File: src/rtl/run_length_detector_if.sv
// run_length_detector_if: sample/result bundle for the run length detector.
//   master (stimulus side): drives en, clr, match_val, x_in; receives y_out, det_pulse[, hits]
//   slave  (detector side): the reverse
//   en        sample enable
//   clr       synchronous clear of all run counters
//   match_val bit value being counted
//   x_in      one serial bit per channel
//   y_out     per-channel run-active level
//   det_pulse per-channel one-cycle detection pulse
//   hits      per-channel detection counters, ch0 in LSBs (only with RUN_DET_STATS_EN)
interface run_length_detector_if #(
  parameter int unsigned CH    = 1,
  parameter int unsigned CNT_W = 8
);
  logic          en;
  logic          clr;
  logic          match_val;
  logic [CH-1:0] x_in;
  logic [CH-1:0] y_out;
  logic [CH-1:0] det_pulse;

`ifdef RUN_DET_STATS_EN
  logic [CH*CNT_W-1:0] hits;

  modport master (output en, clr, match_val, x_in, input  y_out, det_pulse, hits);
  modport slave  (input  en, clr, match_val, x_in, output y_out, det_pulse, hits);
`else
  localparam int unsigned L_CNT_W_UNUSED = CNT_W;

  modport master (output en, clr, match_val, x_in, input  y_out, det_pulse);
  modport slave  (input  en, clr, match_val, x_in, output y_out, det_pulse);
`endif
endinterface

File: src/rtl/run_length_detector.sv
// run_length_detector: CH-channel serial run detector. Each channel flags RUN_LEN or
// more consecutive enabled samples equal to match_val, using a saturating run counter.
//   clk  clock, rising edge
//   rst  asynchronous active-low reset
//   bus  run_length_detector_if.slave (en, clr, match_val, x_in -> y_out, det_pulse[, hits])
// MEALY=1 gives same-cycle outputs from state+input, MEALY=0 registers them (one cycle later).
// Optional feature macro RUN_DET_STATS_EN: adds bus.hits, one saturating CNT_W-bit
// detection counter per channel (never cleared by clr).
module run_length_detector #(
  parameter int unsigned CH      = 1,
  parameter int unsigned RUN_LEN = 3,
  parameter int unsigned MEALY   = 1,
  parameter int unsigned CNT_W   = 8
) (
  input logic                  clk,
  input logic                  rst,
  run_length_detector_if.slave bus
);

  localparam int unsigned       CNT_SW = $clog2(RUN_LEN + 1);
  localparam logic [CNT_SW-1:0] L_FULL = CNT_SW'(RUN_LEN);

  logic [CNT_SW-1:0] r_cnt   [CH];
  logic [CNT_SW-1:0] w_cnt_d [CH];
  logic [CH-1:0]     w_full_d;
  logic [CH-1:0]     w_rise;
  logic [CH-1:0]     w_hit;

  // Next run count per channel; clr wins over en, counter saturates at RUN_LEN.
  always_comb begin
    w_full_d = '0;
    w_rise   = '0;
    for (int c = 0; c < CH; c++) begin
      w_cnt_d[c] = r_cnt[c];
      if (bus.clr) begin
        w_cnt_d[c] = '0;
      end else if (bus.en) begin
        if (bus.x_in[c] == bus.match_val) begin
          w_cnt_d[c] = (r_cnt[c] == L_FULL) ? L_FULL : r_cnt[c] + CNT_SW'(1);
        end else begin
          w_cnt_d[c] = '0;
        end
      end
      w_full_d[c] = (w_cnt_d[c] == L_FULL);
      // Only the step into the saturated state counts as a new detection.
      w_rise[c]   = w_full_d[c] && (r_cnt[c] != L_FULL);
    end
  end

  // Run counter state.
  always_ff @(posedge clk or negedge rst) begin
    if (!rst) begin
      for (int c = 0; c < CH; c++) r_cnt[c] <= '0;
    end else begin
      for (int c = 0; c < CH; c++) r_cnt[c] <= w_cnt_d[c];
    end
  end

  if (MEALY != 0) begin : g_mealy
    logic [CH-1:0] w_y;

    // en=0 or clr force the combinational outputs low even when the run is saturated.
    assign w_y = w_full_d & {CH{bus.en & ~bus.clr}};

    if (RUN_LEN == 1) begin : g_len1
      logic [CH-1:0] w_rise_unused;
      // A one-bit run is complete on every matching sample, so each one is a detection.
      assign w_hit         = w_y;
      assign w_rise_unused = w_rise;
    end else begin : g_lenn
      assign w_hit = w_rise;
    end

    assign bus.y_out     = w_y;
    assign bus.det_pulse = w_hit;
  end else begin : g_moore
    logic [CH-1:0] r_y;
    logic [CH-1:0] r_det;

    // Registered outputs; with en=0 the count holds so y keeps its value and det drops.
    always_ff @(posedge clk or negedge rst) begin
      if (!rst) begin
        r_y   <= '0;
        r_det <= '0;
      end else begin
        r_y   <= w_full_d;
        r_det <= w_rise;
      end
    end

    assign w_hit         = w_rise;
    assign bus.y_out     = r_y;
    assign bus.det_pulse = r_det;
  end

`ifdef RUN_DET_STATS_EN
  logic [CH-1:0][CNT_W-1:0] r_hits;

  // Saturating per-channel detection counters; only reset clears them.
  always_ff @(posedge clk or negedge rst) begin
    if (!rst) begin
      r_hits <= '0;
    end else begin
      for (int c = 0; c < CH; c++) begin
        if (w_hit[c] && (r_hits[c] != '1)) r_hits[c] <= r_hits[c] + CNT_W'(1);
      end
    end
  end

  assign bus.hits = r_hits;
`else
  logic [CH-1:0] w_hit_unused;
  localparam int unsigned L_CNT_W_UNUSED = CNT_W;

  assign w_hit_unused = w_hit;
`endif

endmodule

File: src/flat_wrapper.sv
// flat-port wrapper written by rule: the top's interface ports become plain ports
module run_length_detector_flat 
#(
  parameter int unsigned CH      = 1,
  parameter int unsigned RUN_LEN = 3,
  parameter int unsigned MEALY   = 1,
  parameter int unsigned CNT_W   = 8
)
  (clk, rst, bus_en, bus_clr, bus_match_val, bus_x_in, bus_y_out, bus_det_pulse);
  run_length_detector_if #(.CH(CH), .CNT_W(CNT_W)) bus_i ();
  input logic clk;
  input logic rst;
  input wire logic [$bits(bus_i.en)-1:0] bus_en;
  input wire logic [$bits(bus_i.clr)-1:0] bus_clr;
  input wire logic [$bits(bus_i.match_val)-1:0] bus_match_val;
  input wire logic [$bits(bus_i.x_in)-1:0] bus_x_in;
  output wire logic [$bits(bus_i.y_out)-1:0] bus_y_out;
  output wire logic [$bits(bus_i.det_pulse)-1:0] bus_det_pulse;
  assign bus_i.en = bus_en;
  assign bus_i.clr = bus_clr;
  assign bus_i.match_val = bus_match_val;
  assign bus_i.x_in = bus_x_in;
  assign bus_y_out = bus_i.y_out;
  assign bus_det_pulse = bus_i.det_pulse;
  run_length_detector #(.CH(CH), .RUN_LEN(RUN_LEN), .MEALY(MEALY), .CNT_W(CNT_W)) u_core (.clk(clk), .rst(rst), .bus(bus_i));
endmodule
File: config.mk
export PLATFORM = sky130hd
export DESIGN_NAME = run_length_detector_flat
export DESIGN_NICKNAME = d
export VERILOG_FILES = /design/src/rtl/run_length_detector_if.sv /design/src/rtl/run_length_detector.sv /design/src/flat_wrapper.sv
export SDC_FILE = /design/constraint.sdc
export NUM_CORES = 1
export LEC_CHECK = 0
export ABC_CLOCK_PERIOD_IN_PS = 1250
export CAP_MARGIN = 20
export CORE_AREA = 10 10 47 49
export DETAILED_ROUTE_END_ITERATION = 8
export DIE_AREA = 0 0 57 59
export GPL_TIMING_DRIVEN = 0
export PLACE_DENSITY = 0.34
export SLEW_MARGIN = 15
export SYNTH_ARGS = -nofsm -noshare
export SYNTH_HDL_FRONTEND = slang
export SYNTH_SLANG_ARGS = --single-unit
File: constraint.sdc
create_clock -name clk -period 1.25 [get_ports clk]
set_input_delay 0.25 -clock clk [delete_from_list [all_inputs] [get_ports clk]]
set_output_delay 0.25 -clock clk [all_outputs]
set_load 0.01 [all_outputs]
### A small window of the routed layout, run 1

Region (16, 17) to (41, 42) um. Cells in gray, sequential cells in the stronger gray; small squares are vias.
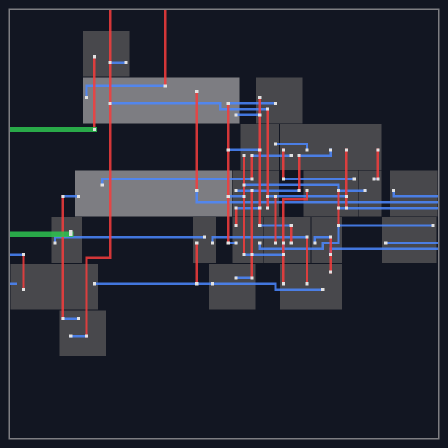
[green] met3
[red] met2
[blue] met1
sequential cells in the window: 2
netlist names of flops here include: u_core.r_cnt (2)
cells with their middle in the window: 20

### Cells by drive strength, run 1

Scale: 8 px per um.
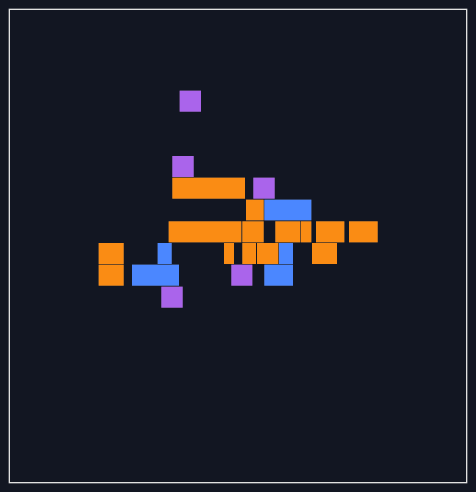
[blue] drive 2 | cells: 5 | share: 21%
[purple] drive 3 to 4 | cells: 5 | share: 21%
[orange] drive 1 or less | cells: 14 | share: 58%
Layout Area Growth over Synthesis: 103%
slack of the critical path: 0.0150 ns
Final Cell Area: 249 sq um

==> deck_impl_summary.md, run 1 <==
Synthesis and Place & Route Summary

Outcome
  • Outcome: complete, no violations

Yosys
  • Mean Syn Cell Area: roughly 10 sq um
  • Yosys synthesis chip area: approximately 120 sq um
  • Top logic family: simple AND/OR/NAND/NOR gates
  • Post-synthesis share of cell area spent on and-or and or-and gates: 0.235
  • Number of cells produced by synthesis: 12
  • Simple share: 0.255
  • Yosys reg bits: 2
  • Synth Net Count: 18
  • Synth cell types: 11
  • Syn. warnings: 0
  • Portion of the post-synthesis area used by sequential elements: 0.408
  • Number of cell instances after yosys synthesis: 12

Route
  • Met1 layer wirelength in the final routing: 220 um
  • Routed met2 length: 125 um
  • Via count: between 100 and 150
  • Average wire length per cell after detail routing: 10.2 um
  • Number of nets still failing antenna checks after routing: 0
  • Number of DRC violations after detailed routing: 0
  • First-pass detailed-route iteration total: 1
  • Total wire length: 409 um
  • DR WL met3: approximately 63 um
  • Violation tally from detailed-route iteration zero: 0
  • Top Layer Used: met3

STA
  • Worst rel slew slack: 0.833
  • Final Cycle Share: 0.988
  • Final Hold Viols: 0
  • Final-layout worst hold slack: 0.202 ns
  • Peak Freq: 810 MHz
  • Setup TNS: 0 ns
  • Post-route minimum period: 1.24 ns
  • Worst Clk Skew: 0.00354 ns
  • Final Max Slew Viols: 0
  • RSZ-0062 raised after global routing: yes
  • Count of final setup violators: 0
  • Transition time of the tightest slew-check pin: 0.248 ns

Cells and area
  • Largest registers: u_core.r_cnt: 2 flops
  • Non-filler instance count after layout: 40
  • Clk_buf instances: 3
  • Total Nets Final: 32
  • Most instantiated logic cells after routing: 3 x sky130_fd_sc_hd__clkbuf_4, 3 x sky130_fd_sc_hd__dlygate4sd2_1, 2 x sky130_fd_sc_hd__buf_2, 2 x sky130_fd_sc_hd__buf_4, 2 x sky130_fd_sc_hd__dfrtp_1
  • Number of combinational gates with multiple inputs: 9
  • Flip-flops: 2
  • Final clock-cell share: 0.0905
  • Invs w/o clock: 1
  • Flip-flop count of the largest register, all copies and words added: 2
  • Count of filler cells inserted in the layout: 166
  • ANT cells: 0
  • Area occupied by multi-input gates: around 80 sq um

Power and ir drop
  • Worst-case vdd ir drop: 0.000204 V
  • Total power: 258 uW
  • Pwr per Cell Area: roughly 1000 nW/um^2
  • Leakage power of the design: 0.115 nW

Clocking
  • CTS max path bufs: 2
  • Quantity of gates resized following cts: 15
  • Depth of the CTS H-tree: 1
  • Clock edge transition at the registers on the reported setup and hold paths: 0.03 ns
  • TritonCTS buffer count: 3
  • Clock tree sinks: 2
  • Hold-fix buffers at CTS: 0
  • Post-CTS setup repair buffer count: 2
  • TritonCTS clock tree: done

Setup path
  • Launching point of the worst reg2reg path: u_core.r_cnt[0]
  • Arrival @ worst endpoint: 0.99 ns
  • Worst path bufs/invs: 2
  • Delay of the slowest cell on the worst path: roughly 0.22 ns
  • Classification of the worst setup path: in2out
  • Worst reg2reg setup slack: 0.33 ns
  • Sequence of cells on the critical path: clkdlybuf4s15_1 > nand3b_1 > nor3_2 > buf_2
  • Crit path max-delay cell type: sky130_fd_sc_hd__clkdlybuf4s15_1
  • Data required time of the worst path: roughly 1.0 ns
  • CP endpoint: bus_det_pulse
  • R2R depth: 2
  • Worst path top cell family by delay: buffers and inverters
  • Kind of start point of the critical path: input port

Place
  • Buffers added on ports: 7
  • Placer congestion estimate: 0.627
  • Post-Place Setup Slack: -0.650 ns
  • HPWL after DPL: 297 um
  • Number of placed instances, taps included: 35

GRT
  • Maximum number of pins on one net before global-route repair: 6
  • Global router's overall resource usage: 0.0268
  • Global-route wire length before repair: 579 um
  • Number of global-route vias before repair: ~150
  • Number of antenna violations at the first check in global routing: 0
  • Leftover overflow at the end of global routing: 0

Job
  • Max-cap viol count: 0

Die
  • Die x size: approximately 57 um
  • Number of tapcells: 16
  • IO Pins: 8
  • Chip area: about 3400 sq um
  • Chip height: 59 um
  • Std-Cell Rows: 14
### Placement density heat map, run 1

Scale: 6 px per um. 11 x 12 tiles, from black (low) to pale yellow (high), 0 to 100% covered.
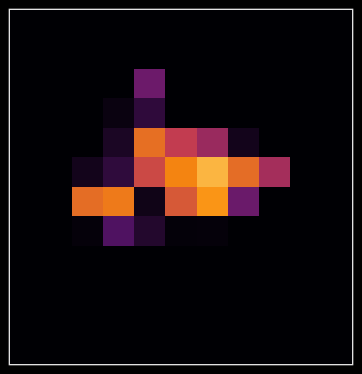
mean over tiles: 6.8%
fullest tile: 84%
nearly empty tiles: 83%
tiles over 75% full: 1.5%
densest ninth of the die: center
Core Box Area: 1400 sq um
post-route core utilization: 0.178
effective utilization at floorplan: 0.0875

==> run 1: synth_stat cells, drive strengths merged <==
cell type / number / area share
a21oi: 1 / 0.041
inv: 1 / 0.031
nor3: 1 / 0.041
a211oi: 1 / 0.061
xor2: 1 / 0.071
nor2: 1 / 0.031
dfrtp: 2 / 0.41
or3b: 1 / 0.071
nand3b: 1 / 0.061
nor2b: 1 / 0.051
o41ai: 1 / 0.13
==> run 1: per-layer routing <==
metal	GRT usage	vias up
li1	-	67
met1	0.0261	60
met2	0.0202	8
met3	0.0322	0
met4	0.0403	0
met5	0	-
==> run 1: power breakdown <==
group	internal, mW	total (mW)	leakage, nW	switching (mW)
clock network	0.106	0.144	0.0138	0.0378
logic	0.0238	0.0421	0.0740	0.0184
registers	0.0689	0.0720	0.0272	0.00308
## Run 2: what changed since run 1
- ABC_CLOCK_PERIOD_IN_PS: 1250 -> default
### Placement density heat map, run 2

Scale: 6 px per um. 11 x 12 tiles, from black (low) to pale yellow (high), 0 to 100% covered.
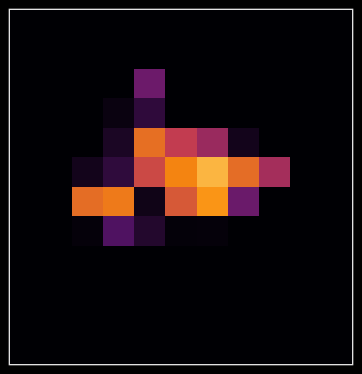
tiles over 75% full: 1.5%
nearly empty tiles: 83%
densest ninth of the die: center
fullest tile: 84%
mean over tiles: 6.8%

==> deck_impl_summary.md, run 2 <==
Synthesis and Place & Route Summary

Setup path
  • Classification of the worst setup path: in2out
  • R2R depth: 2
  • Crit path max-delay cell type: sky130_fd_sc_hd__clkdlybuf4s15_1
  • Worst reg2reg setup slack: 0.33 ns
  • Delay of the slowest cell on the worst path: 0.22 ns
  • Worst path bufs/invs: 2
  • Arrival @ worst endpoint: around 0.99 ns
  • Worst path top cell family by delay: buffers and inverters
  • Sequence of cells on the critical path: clkdlybuf4s15_1 > nand3b_1 > nor3_2 > buf_2
  • CP endpoint: bus_det_pulse

Die
  • Chip area: about 3400 sq um
  • Core Box Area: approximately 1400 sq um
  • Std-Cell Rows: 14
  • Die x size: 57 um
  • Effective utilization at floorplan: 0.0875
  • Chip height: 59 um

Clocking
  • CTS max path bufs: 2
  • TritonCTS clock tree: done
  • TritonCTS buffer count: 3
  • Clock tree sinks: 2
  • Hold-fix buffers at CTS: 0
  • Depth of the CTS H-tree: 1

Power and ir drop
  • Combinational gate power: 42.1 uW
  • Part of the total power dissipated in sequential elements: 0.279
  • Total power: 258 uW
  • Part of the power in combinational logic: 0.163
  • Power Clock: 144 uW
  • Pwr per Cell Area: 1040 nW/um^2
  • Switching share of power: 0.230
  • Leakage power of the design: 0.115 nW
  • Internal power: 199 uW
  • NetSw: 59.2 uW
  • Sequential power: 72.0 uW

STA
  • Final Hold Viols: 0
  • Slack of the critical path: 0.0150 ns
  • Count of final setup violators: 0
  • Post-route minimum period: 1.24 ns
  • Transition time of the tightest slew-check pin: 0.248 ns
  • RSZ-0062 raised after global routing: yes
  • Final Cycle Share: 0.988
  • Final-layout worst hold slack: 0.202 ns

GRT
  • Number of antenna violations at the first check in global routing: 0
  • Global-route wire length before repair: ~580 um
  • Met2 Usage GRT: 0.0202
  • Leftover overflow at the end of global routing: 0
  • Layer carrying the most global-route usage: met4
  • Met1 Track Usage GR: 0.0261
  • Maximum number of pins on one net before global-route repair: 6
  • Global router's overall resource usage: 0.0268

Cells and area
  • Post-route core utilization: 0.178
  • Total Nets Final: 32
  • Non-filler instance count after layout: 40
  • Largest registers: u_core.r_cnt: 2 flops
  • Flip-flop count of the largest register, all copies and words added: 2
  • ANT cells: 0
  • Count of filler cells inserted in the layout: about 170
  • Most instantiated logic cells after routing: 3 x sky130_fd_sc_hd__clkbuf_4, 3 x sky130_fd_sc_hd__dlygate4sd2_1, 2 x sky130_fd_sc_hd__buf_2, 2 x sky130_fd_sc_hd__buf_4, 2 x sky130_fd_sc_hd__dfrtp_1
  • Layout Area Growth over Synthesis: 103%

Route
  • Top Layer Used: met3
  • DR WL met3: 63 um
  • Number of DRC violations after detailed routing: 0
  • Average wire length per cell after detail routing: roughly 10 um
  • First-pass detailed-route iteration total: 1

Yosys
  • Simple share: 0.255
  • Dominant cell area share: 0.408
  • Post-synthesis cell type with the largest combined area: sky130_fd_sc_hd__dfrtp_1
  • Top logic family: simple AND/OR/NAND/NOR gates
  • Number of cells produced by synthesis: 12
  • Library cell with the highest instance count after synthesis: sky130_fd_sc_hd__dfrtp_1
  • Portion of the post-synthesis area used by sequential elements: 0.408
  • Mean Syn Cell Area: 10.2 sq um
  • Yosys synthesis chip area: 123 sq um
  • Share of flip-flops with an asynchronous set or reset: 1.00
  • Top cells by area, synth: sky130_fd_sc_hd__dfrtp_1 41%, sky130_fd_sc_hd__o41ai_2 13%, sky130_fd_sc_hd__or3b_1 7.1%, sky130_fd_sc_hd__xor2_1 7.1%, sky130_fd_sc_hd__a211oi_1 6.1%
  • Synth cell types: 11
  • Number of cell instances after yosys synthesis: 12
  • Post-synthesis share of cell area spent on and-or and or-and gates: 0.235

Place
  • Post-Place Setup Slack: -0.650 ns
  • HPWL after DPL: 297 um
  • Buffers added on ports: 7
  • Placer congestion estimate: 0.627

Outcome
  • Outcome: complete, no violations
[run 2: cell counts after synthesis]
No cell type changed its count.
[run 2: area by class of cell]
type                       instances  area (sq um)  area share
multi-input combinational          9          81.3       0.327
timing repair buffer               9          71.3       0.286
sequential                         2          50.0       0.201
clock buffer                       3          22.5      0.0905
tap                               16          20.0      0.0804
inverter                           1          3.75      0.0151
[run 2: repair_timing]
item	CTS	global route
gates resized	15	1
setup buffers	2	0
endpoints found under the setup margin	2	2
pin swaps	2	1
[run 2: through the flow]
step                TNS [ns]  area, sq um
finish                     0          249
global route         -0.0980          249
CTS                 -0.00415          244
detailed placement     -1.45          213
global placement       -1.39          213
floorplan                  0          123
## Run 3: what changed since run 2
- TNS_END_PERCENT: default -> 5
### Cells by drive strength, run 3

Scale: 8 px per um.
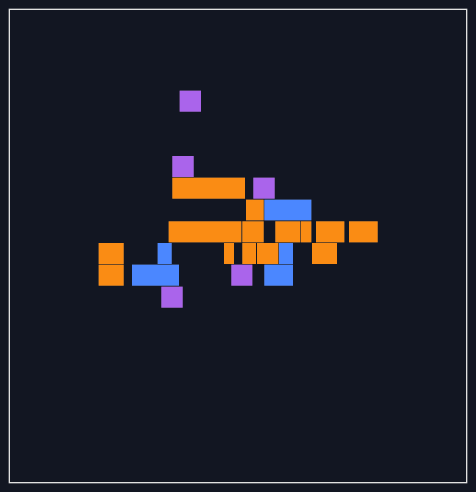
[blue] drive 2 | cells: 5 | share: 21%
[orange] drive 1 or less | cells: 14 | share: 58%
[purple] drive 3 to 4 | cells: 5 | share: 21%
count of buffers not belonging to the clock network in the layout: 9

==> deck_impl_summary.md, run 3 <==
Synthesis and Place & Route Summary

Outcome
  • Outcome: complete, no violations

Power and ir drop
  • Internal power: 199 uW
  • Leakage power of the design: 0.115 nW
  • Combinational gate power: 42.1 uW
  • Part of the power in combinational logic: 0.163
  • Sequential power: 72.0 uW
  • Part of the total power dissipated in sequential elements: 0.279
  • NetSw: between 50 and 60 uW
  • Biggest consumer: the clock network
  • Switching share of power: 0.230
  • Clock share of power: 0.558
  • Worst-case vdd ir drop: roughly 0.00020 V
  • Pwr per Cell Area: 1040 nW/um^2
  • Power Clock: between 100 and 150 uW

Die
  • Std-Cell Rows: 14
  • Number of tapcells: 16
  • Core Box Area: around 1400 sq um
  • IO Pins: 8
  • Effective utilization at floorplan: 0.0875
  • Die x size: between 50 and 60 um
  • Chip area: 3360 sq um
  • Chip height: 59 um

Yosys
  • Share of flip-flops with an asynchronous set or reset: 1.00
  • Synth Net Count: 18
  • Number of cells produced by synthesis: 12
  • Simple share: 0.255
  • Dominant cell area share: 0.408
  • Post-synthesis share of cell area spent on and-or and or-and gates: 0.235
  • Area share of fa/ha/maj cells after synthesis: 0
  • Mean Syn Cell Area: 10.2 sq um
  • Syn. warnings: 0
  • Number of cell instances after yosys synthesis: 12
  • Top logic family: simple AND/OR/NAND/NOR gates
  • Post-synthesis cell type with the largest combined area: sky130_fd_sc_hd__dfrtp_1
  • Library cell with the highest instance count after synthesis: sky130_fd_sc_hd__dfrtp_1
  • Synth cell types: 11
  • Portion of the post-synthesis area used by sequential elements: 0.408
  • Yosys synthesis chip area: 123 sq um
  • Top cells by area, synth: sky130_fd_sc_hd__dfrtp_1 41%, sky130_fd_sc_hd__o41ai_2 13%, sky130_fd_sc_hd__or3b_1 7.1%, sky130_fd_sc_hd__xor2_1 7.1%, sky130_fd_sc_hd__a211oi_1 6.1%
  • EDFF count, synth: 0
  • Cell area after synthesis: roughly 120 sq um
  • Yosys reg bits: 2
  • Most used flip-flop cell after synthesis: sky130_fd_sc_hd__dfrtp_1

Cells and area
  • Layout cell share with drive strength beyond 1: 0.417
  • Area occupied by multi-input gates: 81.3 sq um
  • Area taken by flip-flops and latches: 50.0 sq um
  • Flip-flops: 2
  • Flip-flop count of the largest register, all copies and words added: 2
  • Final clock-cell share: 0.0905
  • Proportion of cell area occupied by multi-input gates: 0.327
  • ANT cells: 0
  • Most area-hungry cell class in the final design: logic gates
  • Non-filler instance count after layout: 40
  • Count of filler cells inserted in the layout: 166
  • Most instantiated logic cells after routing: 3 x sky130_fd_sc_hd__clkbuf_4, 3 x sky130_fd_sc_hd__dlygate4sd2_1, 2 x sky130_fd_sc_hd__buf_2, 2 x sky130_fd_sc_hd__buf_4, 2 x sky130_fd_sc_hd__dfrtp_1
  • Invs w/o clock: 1
  • Largest registers: u_core.r_cnt: 2 flops
  • Portion of the layout cell area used by non-clock buffers: 0.286
  • Clk_buf instances: 3
  • Layout Area Growth over Synthesis: 103%
  • Total Nets Final: 32
  • Sequential fraction of total cell area: 0.201
  • Number of combinational gates with multiple inputs: 9
  • Final Cell Area: ~250 sq um

Setup path
  • Arrival @ worst endpoint: between 0.9 and 1 ns
  • Launching point of the worst reg2reg path: u_core.r_cnt[0]
  • Sequence of cells on the critical path: clkdlybuf4s15_1 > nand3b_1 > nor3_2 > buf_2
  • Worst reg2reg setup slack: 0.33 ns
  • Classification of the worst setup path: in2out
  • Worst path top cell family by delay: buffers and inverters
  • Crit path max-delay cell type: sky130_fd_sc_hd__clkdlybuf4s15_1
  • Critical register-to-register path endpoint: u_core.r_cnt[0]
  • R2R depth: 2
  • Data required time of the worst path: about 1 ns
  • Delay of the slowest cell on the worst path: about 0.22 ns
  • Kind of start point of the critical path: input port
  • Worst path bufs/invs: 2
  • CP endpoint: bus_det_pulse
  • Type of destination of the critical path: output port

Place
  • Placement-stage cell area: 213 sq um
  • Buffers added on ports: 7
  • HPWL after DPL: 297 um
  • Placer congestion estimate: 0.627
  • Number of placed instances, taps included: 35

GRT
  • Leftover overflow at the end of global routing: 0
  • Maximum number of pins on one net before global-route repair: 6
  • Number of global-route vias before repair: approximately 150
  • Number of antenna violations at the first check in global routing: 0
  • Global-route wire length before repair: 579 um
  • Global router's overall resource usage: 0.0268

Route
  • First-pass detailed-route iteration total: 1
  • Total wire length: 409 um
  • Via count: 135
  • Average wire length per cell after detail routing: 10.2 um
  • Number of DRC violations after detailed routing: 0
  • Number of nets still failing antenna checks after routing: 0
  • Violation tally from detailed-route iteration zero: 0

Clocking
  • Depth of the CTS H-tree: 1
  • TritonCTS buffer count: 3
  • Clock tree sinks: 2
  • Quantity of gates resized following cts: 15
  • CTS max path bufs: 2
  • Clock root buffer: sky130_fd_sc_hd__clkbuf_4
  • Post-CTS setup repair buffer count: 2
  • Clock edge transition at the registers on the reported setup and hold paths: 0.03 ns
  • Hold-fix buffers at CTS: 0
  • TritonCTS clock tree: done

STA
  • Setup TNS: 0 ns
  • Worst rel slew slack: 0.833
  • Final Max Slew Viols: 0
  • Final-layout worst hold slack: 0.202 ns
  • Worst Clk Skew: 0.00354 ns
  • Transition time of the tightest slew-check pin: around 0.25 ns
  • Final Hold Viols: 0
  • Final Cycle Share: 0.988
  • Count of final setup violators: 0
  • RSZ-0062 raised after global routing: yes
  • Peak Freq: ~810 MHz
  • Post-route minimum period: between 1 and 1.5 ns

Hold path
  • Worst hold path type: in2async

Job
  • Max-cap viol count: 0
==> run 3: per-stage QoR <==
stage	utilization	setup slack (ns)	power [mW]
3_5_place_dp	0.152	-0.650	0.110
3_3_place_gp	0.152	-0.640	0.109
4_1_cts	0.174	-0.00415	0.266
6_report	0.178	0.0150	0.258
2_1_floorplan	-	0.257	0.0860
5_1_grt	0.178	-0.0803	0.278
==> run 3: worst reg2reg max path: stages, from the launching register on <==
cell                      delay, ns
sky130_fd_sc_hd__dfrtp_1       0.37
sky130_fd_sc_hd__or3b_1        0.38
sky130_fd_sc_hd__o41ai_2       0.06
==> run 3: metal layers <==
layer  global-route usage  routed length [um]
met5                    0                   0
met4               0.0403                   0
met3               0.0322                  63
met2               0.0202                 125
met1               0.0261                 220
Power figures rest on the tool's default switching activity, not on a simulated workload.
